Run 1, placement by cell class:
Scale bar: 20 um. Fill, decap, tap and diode cells in gray.
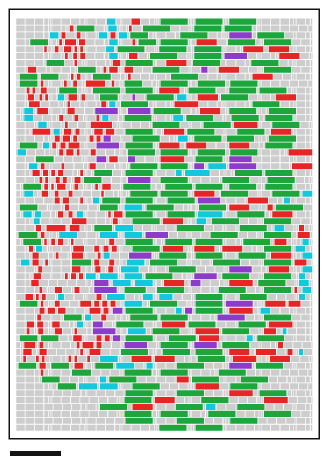
Run 1, signal wires by layer:
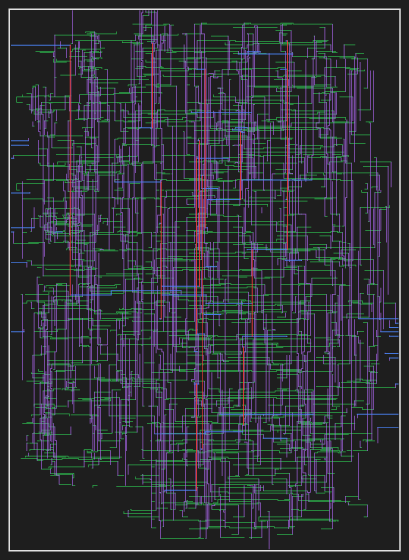
Run 1, signal metal coverage by tile:
24 x 34 tiles, from black (low) to pale yellow (high), scaled to the fullest tile. Values are wire area over tile area, all layers added.
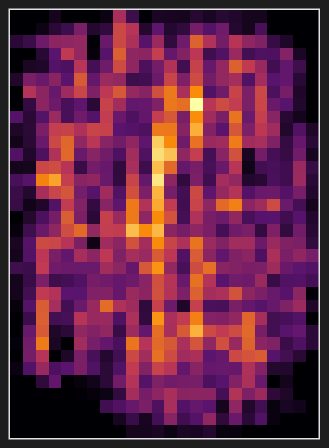
### src/rtl/rx_tx_pkg.sv
// Shared link-layer constants for the RX deframer and TX framer.
// K-characters, payload type tags and the RX state encoding.
package rx_tx_pkg;

  localparam logic [7:0] K_COMMA = 8'hBC;
  localparam logic [7:0] K_SOF   = 8'hFB;
  localparam logic [7:0] K_EOF   = 8'hFD;

  localparam logic [1:0] TYPE_MID    = 2'b00;
  localparam logic [1:0] TYPE_FIRST  = 2'b01;
  localparam logic [1:0] TYPE_LAST   = 2'b10;
  localparam logic [1:0] TYPE_SINGLE = 2'b11;

  typedef enum logic [1:0] {
    LINK_DOWN,
    IDLE,
    IN_FRAME,
    DROP
  } rx_state_t;

  function automatic logic [1:0] frame_tag(
    input logic first,
    input logic last
  );
    logic [1:0] tag;
    if (first && last)
      tag = TYPE_SINGLE;
    else if (first)
      tag = TYPE_FIRST;
    else if (last)
      tag = TYPE_LAST;
    else
      tag = TYPE_MID;
    return tag;
  endfunction

endpackage

### src/rtl/rx_deframer_if.sv
// RX symbol stream plus user read port of the deframer.
// slave is the deframer side, master the PHY/user side.
interface rx_deframer_if;

  logic [7:0] rx_data;
  logic       rx_k;
  logic       rx_valid;
  logic       rx_err;
  logic       re;
  logic [7:0] dout;
  logic [1:0] dtout;
  logic       readable;

  modport master (
    output rx_data,
    output rx_k,
    output rx_valid,
    output rx_err,
    output re,
    input  dout,
    input  dtout,
    input  readable
  );

  modport slave (
    input  rx_data,
    input  rx_k,
    input  rx_valid,
    input  rx_err,
    input  re,
    output dout,
    output dtout,
    output readable
  );

endinterface

### src/rtl/sync_fifo.sv
// Single-clock first-word-fall-through FIFO with full/empty flags.
// Write while full is accepted only when a pop happens in the same cycle.
module sync_fifo #(
  parameter int WIDTH = 10,
  parameter int DEPTH = 16
) (
  input  logic             clk,
  input  logic             rst_n,
  input  logic             wr_en,
  input  logic [WIDTH-1:0] wr_data,
  input  logic             rd_en,
  output logic [WIDTH-1:0] rd_data,
  output logic             full,
  output logic             empty
);

  localparam int AW = $clog2(DEPTH);
  localparam logic [AW:0] ONE = 1;

  logic [WIDTH-1:0] mem [DEPTH];
  logic [AW:0]      wptr;
  logic [AW:0]      rptr;
  logic             do_rd;
  logic             do_wr;

  assign empty = (wptr == rptr);
  assign full  = (wptr[AW] != rptr[AW]) &&
                 (wptr[AW-1:0] == rptr[AW-1:0]);
  assign do_rd = rd_en && !empty;
  assign do_wr = wr_en && (!full || do_rd);

  // Head is forced to zero when empty so outputs are clean after reset.
  assign rd_data = empty ? '0 : mem[rptr[AW-1:0]];

  always_ff @(posedge clk) begin
    if (!rst_n) begin
      wptr <= '0;
      rptr <= '0;
    end else begin
      if (do_wr)
        wptr <= wptr + ONE;
      if (do_rd)
        rptr <= rptr + ONE;
    end
  end

  always_ff @(posedge clk) begin
    if (do_wr)
      mem[wptr[AW-1:0]] <= wr_data;
  end

endmodule

### src/rtl/rx_deframer.sv
// Receive deframer: comma alignment, SOF/EOF stripping, type tagging
// and a FWFT output FIFO read through the user port.
module rx_deframer
  import rx_tx_pkg::*;
#(
  parameter int DEPTH       = 16,
  parameter int ALIGN_COUNT = 8,
  parameter int ERR_LIMIT   = 4
) (
  input  logic          read_clk,
  input  logic          rst_n,
  rx_deframer_if.slave  bus,
  output logic          link_ready,
  output logic          frame_err,
  output logic          overflow
);

  localparam int AC_W = $clog2(ALIGN_COUNT + 1);
  localparam int EC_W = $clog2(ERR_LIMIT + 1);
  localparam logic [AC_W-1:0] AC_ONE = 1;
  localparam logic [EC_W-1:0] EC_ONE = 1;
  localparam logic [AC_W-1:0] AC_LAST = AC_W'(ALIGN_COUNT - 1);
  localparam logic [EC_W-1:0] EC_LAST = EC_W'(ERR_LIMIT - 1);

  rx_state_t       state;
  logic [AC_W-1:0] align_cnt;
  logic [EC_W-1:0] err_cnt;
  logic [7:0]      hold;
  logic            hold_v;
  logic            first;

  logic       clean;
  logic       sym_data;
  logic       sym_comma;
  logic       sym_sof;
  logic       sym_eof;
  logic       sym_badk;
  logic       err_hit;
  logic       err_abort;
  logic       fifo_full;
  logic       fifo_empty;
  logic       pop;
  logic       can_push;
  logic       push_req;
  logic       fifo_wr;
  logic [9:0] push_word;
  logic [9:0] head;

  assign clean     = bus.rx_valid && !bus.rx_err;
  assign sym_data  = clean && !bus.rx_k;
  assign sym_comma = clean && bus.rx_k && (bus.rx_data == K_COMMA);
  assign sym_sof   = clean && bus.rx_k && (bus.rx_data == K_SOF);
  assign sym_eof   = clean && bus.rx_k && (bus.rx_data == K_EOF);
  assign sym_badk  = clean && bus.rx_k &&
                     !(sym_comma || sym_sof || sym_eof);

  assign err_hit   = bus.rx_valid && bus.rx_err &&
                     (state != LINK_DOWN) && (err_cnt == EC_LAST);
  assign err_abort = bus.rx_valid && bus.rx_err && !err_hit;

  // A pop in the same cycle frees the slot a full FIFO needs.
  assign pop       = bus.re && !fifo_empty;
  assign can_push  = !fifo_full || pop;
  assign push_req  = (state == IN_FRAME) && hold_v &&
                     (sym_data || sym_eof);
  assign push_word = {frame_tag(first, sym_eof), hold};
  assign fifo_wr   = push_req && can_push;

  sync_fifo #(
    .WIDTH (10),
    .DEPTH (DEPTH)
  ) u_fifo (
    .clk     (read_clk),
    .rst_n   (rst_n),
    .wr_en   (fifo_wr),
    .wr_data (push_word),
    .rd_en   (bus.re),
    .rd_data (head),
    .full    (fifo_full),
    .empty   (fifo_empty)
  );

  assign bus.dout     = head[7:0];
  assign bus.dtout    = head[9:8];
  assign bus.readable = !fifo_empty;

  always_ff @(posedge read_clk) begin
    if (!rst_n) begin
      state      <= LINK_DOWN;
      align_cnt  <= '0;
      err_cnt    <= '0;
      hold       <= '0;
      hold_v     <= 1'b0;
      first      <= 1'b0;
      link_ready <= 1'b0;
      frame_err  <= 1'b0;
      overflow   <= 1'b0;
    end else begin
      frame_err <= 1'b0;
      overflow  <= 1'b0;
      if (bus.rx_valid) begin
        if (err_hit) begin
          state      <= LINK_DOWN;
          link_ready <= 1'b0;
          hold_v     <= 1'b0;
          err_cnt    <= '0;
          align_cnt  <= '0;
          if (state == IN_FRAME)
            frame_err <= 1'b1;
        end else begin
          if (state != LINK_DOWN)
            err_cnt <= bus.rx_err ? err_cnt + EC_ONE : '0;
          case (state)
            LINK_DOWN: begin
              if (sym_comma) begin
                if (align_cnt == AC_LAST) begin
                  state      <= IDLE;
                  link_ready <= 1'b1;
                  align_cnt  <= '0;
                  err_cnt    <= '0;
                end else begin
                  align_cnt <= align_cnt + AC_ONE;
                end
              end else begin
                align_cnt <= '0;
              end
            end
            IDLE: begin
              if (sym_sof) begin
                state  <= IN_FRAME;
                first  <= 1'b1;
                hold_v <= 1'b0;
              end
            end
            IN_FRAME: begin
              unique case (1'b1)
                err_abort: begin
                  frame_err <= 1'b1;
                  hold_v    <= 1'b0;
                  state     <= IDLE;
                end
                sym_data: begin
                  if (push_req && !can_push) begin
                    overflow <= 1'b1;
                    hold_v   <= 1'b0;
                    state    <= DROP;
                  end else begin
                    if (hold_v)
                      first <= 1'b0;
                    hold   <= bus.rx_data;
                    hold_v <= 1'b1;
                  end
                end
                sym_eof: begin
                  if (!hold_v)
                    frame_err <= 1'b1;
                  else if (!can_push)
                    overflow <= 1'b1;
                  hold_v <= 1'b0;
                  state  <= IDLE;
                end
                sym_comma: begin
                end
                sym_sof: begin
                  frame_err <= 1'b1;
                  hold_v    <= 1'b0;
                  first     <= 1'b1;
                end
                sym_badk: begin
                  frame_err <= 1'b1;
                  hold_v    <= 1'b0;
                  state     <= IDLE;
                end
                default: begin
                end
              endcase
            end
            DROP: begin
              if (sym_eof) begin
                state <= IDLE;
              end else if (sym_sof) begin
                state  <= IN_FRAME;
                first  <= 1'b1;
                hold_v <= 1'b0;
              end
            end
            default: state <= LINK_DOWN;
          endcase
        end
      end
    end
  end

endmodule

### src/flat_wrapper.sv
// flat-port wrapper written by rule: the top's interface ports become plain ports
module rx_deframer_flat import rx_tx_pkg::*;
#(
  parameter int DEPTH       = 16,
  parameter int ALIGN_COUNT = 8,
  parameter int ERR_LIMIT   = 4
)
  (read_clk, rst_n, link_ready, frame_err, overflow, bus_rx_data, bus_rx_k, bus_rx_valid, bus_rx_err, bus_re, bus_dout, bus_dtout, bus_readable);
  rx_deframer_if bus_i ();
  input  logic read_clk;
  input  logic rst_n;
  output logic link_ready;
  output logic frame_err;
  output logic overflow;
  input wire logic [$bits(bus_i.rx_data)-1:0] bus_rx_data;
  input wire logic [$bits(bus_i.rx_k)-1:0] bus_rx_k;
  input wire logic [$bits(bus_i.rx_valid)-1:0] bus_rx_valid;
  input wire logic [$bits(bus_i.rx_err)-1:0] bus_rx_err;
  input wire logic [$bits(bus_i.re)-1:0] bus_re;
  output wire logic [$bits(bus_i.dout)-1:0] bus_dout;
  output wire logic [$bits(bus_i.dtout)-1:0] bus_dtout;
  output wire logic [$bits(bus_i.readable)-1:0] bus_readable;
  assign bus_i.rx_data = bus_rx_data;
  assign bus_i.rx_k = bus_rx_k;
  assign bus_i.rx_valid = bus_rx_valid;
  assign bus_i.rx_err = bus_rx_err;
  assign bus_i.re = bus_re;
  assign bus_dout = bus_i.dout;
  assign bus_dtout = bus_i.dtout;
  assign bus_readable = bus_i.readable;
  rx_deframer #(.DEPTH(DEPTH), .ALIGN_COUNT(ALIGN_COUNT), .ERR_LIMIT(ERR_LIMIT)) u_core (.read_clk(read_clk), .rst_n(rst_n), .bus(bus_i), .link_ready(link_ready), .frame_err(frame_err), .overflow(overflow));
endmodule
### config.mk
export PLATFORM = sky130hd
export DESIGN_NAME = rx_deframer_flat
export DESIGN_NICKNAME = d
export VERILOG_FILES = /design/src/rtl/rx_tx_pkg.sv /design/src/rtl/rx_deframer_if.sv /design/src/rtl/sync_fifo.sv /design/src/rtl/rx_deframer.sv /design/src/flat_wrapper.sv
export SDC_FILE = /design/constraint.sdc
export NUM_CORES = 1
export LEC_CHECK = 0
export CAP_MARGIN = 10
export CELL_PAD_IN_SITES_DETAIL_PLACEMENT = 1
export CELL_PAD_IN_SITES_GLOBAL_PLACEMENT = 2
export CORE_ASPECT_RATIO = 1.4
export CORE_MARGIN = 2
export CORE_UTILIZATION = 42
export CTS_BUF_LIST = sky130_fd_sc_hd__clkbuf_16
export CTS_CLUSTER_SIZE = 10
export DETAILED_ROUTE_END_ITERATION = 7
export PLACE_DENSITY_LB_ADDON = 0.1
export SETUP_SLACK_MARGIN = 0.1
export SLEW_MARGIN = 10
export SYNTH_ARGS = -nofsm -noshare
export SYNTH_HDL_FRONTEND = slang
export SYNTH_SLANG_ARGS = --single-unit
### constraint.sdc
create_clock -name read_clk -period 3.2 [get_ports read_clk]
set_input_delay 0.8 -clock read_clk [delete_from_list [all_inputs] [get_ports read_clk]]
set_output_delay 0.8 -clock read_clk [all_outputs]
set_load 0.02 [all_outputs]
==> flow_summary.toml, run 1 <==
# generated from flow reports
[cells_and_area]
final.clkbuf_count = 17
cell_kind_with_the_greatest_summed_area = "flip-flops and latches"
logic_area_um2 = 2480
finish.cell_count_without_fillers = 796
logic_gate_count = 234
n_all_inverters = 8
buffering_overhead_pct = 9.66
max_ffs_per_register = 160
finish.net_count = 557
flop-count = 196

[status]
outcome = "complete, but fails checks"
violations = "setup timing"

[clock_network]
root_buffer_cell = "sky130_fd_sc_hd__clkbuf_16"

[final_timing]
final_max_slew_viol_count = 0
setup_viol = 6
fin_ws_ps = -32.3

[route]
first_iter_violations = 421
drtAntennaViolNets = 0

[place]
placement.setup.worst_slack_ps = -70.4

[grt]
vias_in_the_first_global_route = 4801
antenna_found_initial = 0

[synth]
xor_xnor_cell_area_share_of_the_yosys_netlist_pct = 0.963
synth.logic.top_family = "multiplexers"
synth.cellmix.adderShare_pct = 1.22
synth_chip_area_um2 = 8180
enable_flop_cells = 160
synthDominantAreaCellType = "sky130_fd_sc_hd__edfxtp_1"
mux_share_pct = 16.9
yosys.area.top_type_share_pct = 58.7

[worst_setup_path]
critical_path.top_delay_family = "multiplexers"

[floorplanning]
floorplanUtilization_pct = 42.8
die-height_um = 169
die_x_um = 122

[worst_hold_path]
min_path_type = "reg -> reg"
## Picture notes: 'placement by cell class'
class	color	cells	share of their area
flip-flops	green	196	57%
other buffers and delay cells	cyan	78	10%
clock drivers and dummy loads	purple	32	6.6%
all other logic	red	242	26%
area of the core region: 19100 um^2
sequential share of cell area: 55.6%
Non-Filler Cell Area, Final: 9950 um^2
Cell Rows: 60
Final Core Density: 52.0%

## Picture notes: 'signal wires by layer'
layer	color	wire length
met2	purple	10600 um
met3	blue	421 um
met4	red	555 um
met1	green	7720 um

## Picture notes: 'signal metal coverage by tile'
mean over tiles	0.14
tiles over half the peak	17%
nearly empty tiles	12%
densest ninth of the die	middle
fullest tile	0.48
emptiest ninth of the die	bottom left

-- run 1: metal layers --
| layer | part of all wire, % | routed length, um | up-vias | GRT usage, % |
|---|---|---|---|---|
| met5 | 0 | 0 | - | 0 |
| met4 | 2.9 | 554 | 0 | 8.35 |
| met3 | 2.2 | 420 | 29 | 3.06 |
| met2 | 55 | 10600 | 81 | 35.6 |
| met1 | 40 | 7720 | 2308 | 24.8 |
| li1 | - | - | 2005 | - |
-- run 1: repair_timing --
action / CTS / global route
resized: 83 / 14
pin swaps: 0 / 0
setup buffers: 7 / 7
cloned: 2 / 0
setup endpoints to repair: 11 / 11
-- run 1: power breakdown --
group / switching (W) / internal (W)
Combinational: 0.0000305 / 0.0000274
Clock: 0.00101 / 0.00127
Sequential: 0.00000000334 / 0.00271
==> inputs of run 2 (changes only) <==
Settings changed: CORE_MARGIN 2 to 5.
==> run 2 against run 1 <==
- the run still ends with setup timing left
- count of clock-buffer cells in the layout unchanged
- clock skew decreased by 6.4 ps
- global-route usage decreased by 1.8 points
- worst setup slack got worse by 16 ps
- register-to-register slack about the same
- critical endpoint is now bus_dout[6]
- largest power group unchanged
- non-clock buffer count increased by 3
- critical path depth unchanged
- clock power decreased by 7%
- area after synthesis unchanged
- final area decreased by 0.64%
- critical path type unchanged
==> flow_summary.toml, run 2 <==
# generated from flow reports
[synth]
mux_share_pct = 16.9
enable_flop_cells = 160
synth.logic.top_family = "multiplexers"
yosys.area.top_type_share_pct = 58.7
xor_xnor_cell_area_share_of_the_yosys_netlist_pct = 0.963

[grt]
top_usage_layer = "met2"
vias_in_the_first_global_route = 4896
grt_use_met3_pct = 3.03

[status]
violations = "setup timing"
outcome = "complete, but fails checks"

[pwr]
power_combinational_w = 0.0000571
power.sequential.fraction_pct = 55.6
dominant_power_group = "sequential cells"
clock_power_share_pct = 43.2

[place]
placement.setup.worst_slack_ps = -35.1

[route]
route.met3.wl_um = 477
drtAntennaViolNets = 0
met2WireLength_um = 11000
top_signal_layer_used = "met4"
first_iter_violations = 307

[cells_and_area]
fin_area_um2 = 9880
logic_gate_count = 234
max_ffs_per_register = 160
cell_kind_with_the_greatest_summed_area = "flip-flops and latches"
fin_util_pct = 51.4

[final_timing]
setup_viol = 7
fin_ws_ps = -48.6

[floorplanning]
floorplanUtilization_pct = 42.6
std_cell_rows = 60

[worst_setup_path]
critical_path.top_delay_family = "multiplexers"
## run 2: cell count changes in the layout (fill, tap and decap cells not counted), sizes merged
| cell | delta |
|---|---|
| inv | -2 |
| clkdlybuf4s50 | -1 |
| bufinv | -1 |
| clkinvlp | +1 |
| buf | +3 |
| dlymetal6s2s | +1 |
| clkinv | +2 |
## run 2: metrics by stage
| step | hold WS [ps] | instances |
|---|---|---|
| 2_1_floorplan | 449 | 460 |
| 3_3_place_gp | 458 | 755 |
| 3_5_place_dp | 468 | 755 |
| 4_1_cts | 485 | 797 |
| 5_1_grt | 497 | 799 |
| 6_report | 473 | 799 |
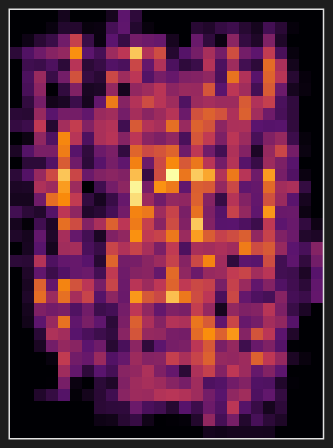
Run 2: signal metal coverage by tile
26 x 35 tiles, from black (low) to pale yellow (high), scaled to the fullest tile. Values are wire area over tile area, all layers added.
emptiest ninth of the die	bottom left
nearly empty tiles	17%
tiles over half the peak	16%
fullest tile	0.46

==> inputs of run 3 (changes only) <==
Settings changed: CORE_UTILIZATION 42 to 41, SYNTH_HIERARCHICAL set to 1.
==> run 3 against run 2 <==
- the run now ends clean
- area after synthesis decreased by 0.46%
- maximum frequency grew 6.2%
- highest routed layer unchanged
- critical path type unchanged
- die size rose by 1.8%
- register-to-register slack got worse by 740 ps
==> flow_summary.toml, run 3 <==
# generated from flow reports
[status]
outcome = "completed"

[final_timing]
final_critical_path_required_period_ps = 3060
hold_ws_ps = 512
fin_ws_ps = 142
setup_viol = 0
final_max_slew_viol_count = 0
fin_crit_sh_pct = 95.6

[route]
post_drt_via_cell_ratio = 5.56
first_iter_violations = 354
drtAntennaViolNets = 0

[worst_hold_path]
min_path_type = "reg -> reg"

[cells_and_area]
finish.cell_count_without_fillers = 838
max_ffs_per_register = 160
fin_util_pct = 50.4
fin_area_um2 = 9930

[grt]
vias_in_the_first_global_route = 5081
top_usage_layer = "met2"
grt_max_degree = 24

[pwr]
clock_power_share_pct = 41.6
power.sequential.fraction_pct = 57.0
pwr_density_cell_nw_per_um2 = 479
total_switching_power_w = 0.000997
dominant_power_group = "sequential cells"
power_combinational_w = 0.0000659

[synth]
synth_area_um2 = 8150
synth_cells = 494
yosys.area.top_type_share_pct = 59.0
mux_share_pct = 12.8
synth.logic.top_family = "multiplexers"
enable_flop_cells = 160
xor_xnor_cell_area_share_of_the_yosys_netlist_pct = 1.18

[floorplanning]
die_x_um = 129
floorplanUtilization_pct = 41.4

[place]
place.detailed.instances = 798
placement.setup.worst_slack_ps = 12.2
-- run 3: timing repair --
item	CTS	global route
pin swaps	2	0
endpoints found under the setup margin	11	9
cloned	2	1
resized	31	11
setup buffers	5	0
-- run 3: tightest hold or removal path, stage by stage (launching register included) --
cell and delay, ps:
sky130_fd_sc_hd__dfxtp_1 340, sky130_fd_sc_hd__nand2_1 60, sky130_fd_sc_hd__a21boi_0 70
-- run 3: area by class of cell --
class                           count  area share, %
Tap cell                          252           3.18
Multi-Input combinational cell    268           26.0
Sequential cell                   196           55.8
Timing Repair Buffer               82           9.25
Inverter                            8          0.302
Clock buffer                       17           4.28
Clock inverter                     15           1.21
-- run 3: layer usage --
layer,wire length (um),share of wire (%),up-vias
met3,407,2.0,17
met1,8250,40,2445
li1,-,-,2131
met2,11500,56,66
met5,0,0,-
met4,294,1.4,0
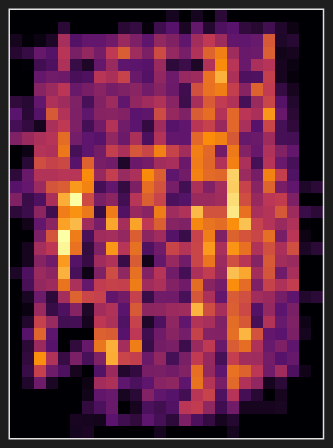
Run 3: signal metal coverage by tile
26 x 35 tiles, from black (low) to pale yellow (high), scaled to the fullest tile. Values are wire area over tile area, all layers added.
tiles over half the peak	21%
densest ninth of the die	middle
fullest tile	0.43
nearly empty tiles	18%
mean over tiles	0.14
wire length after detailed routing: 20400 um
routed len/inst: 24.4 um
global routing usage summed across all routing layers: 18.9%
count of vias placed by the detailed router: 4659

No activity file was given, so power comes from the tool's default toggle rates.
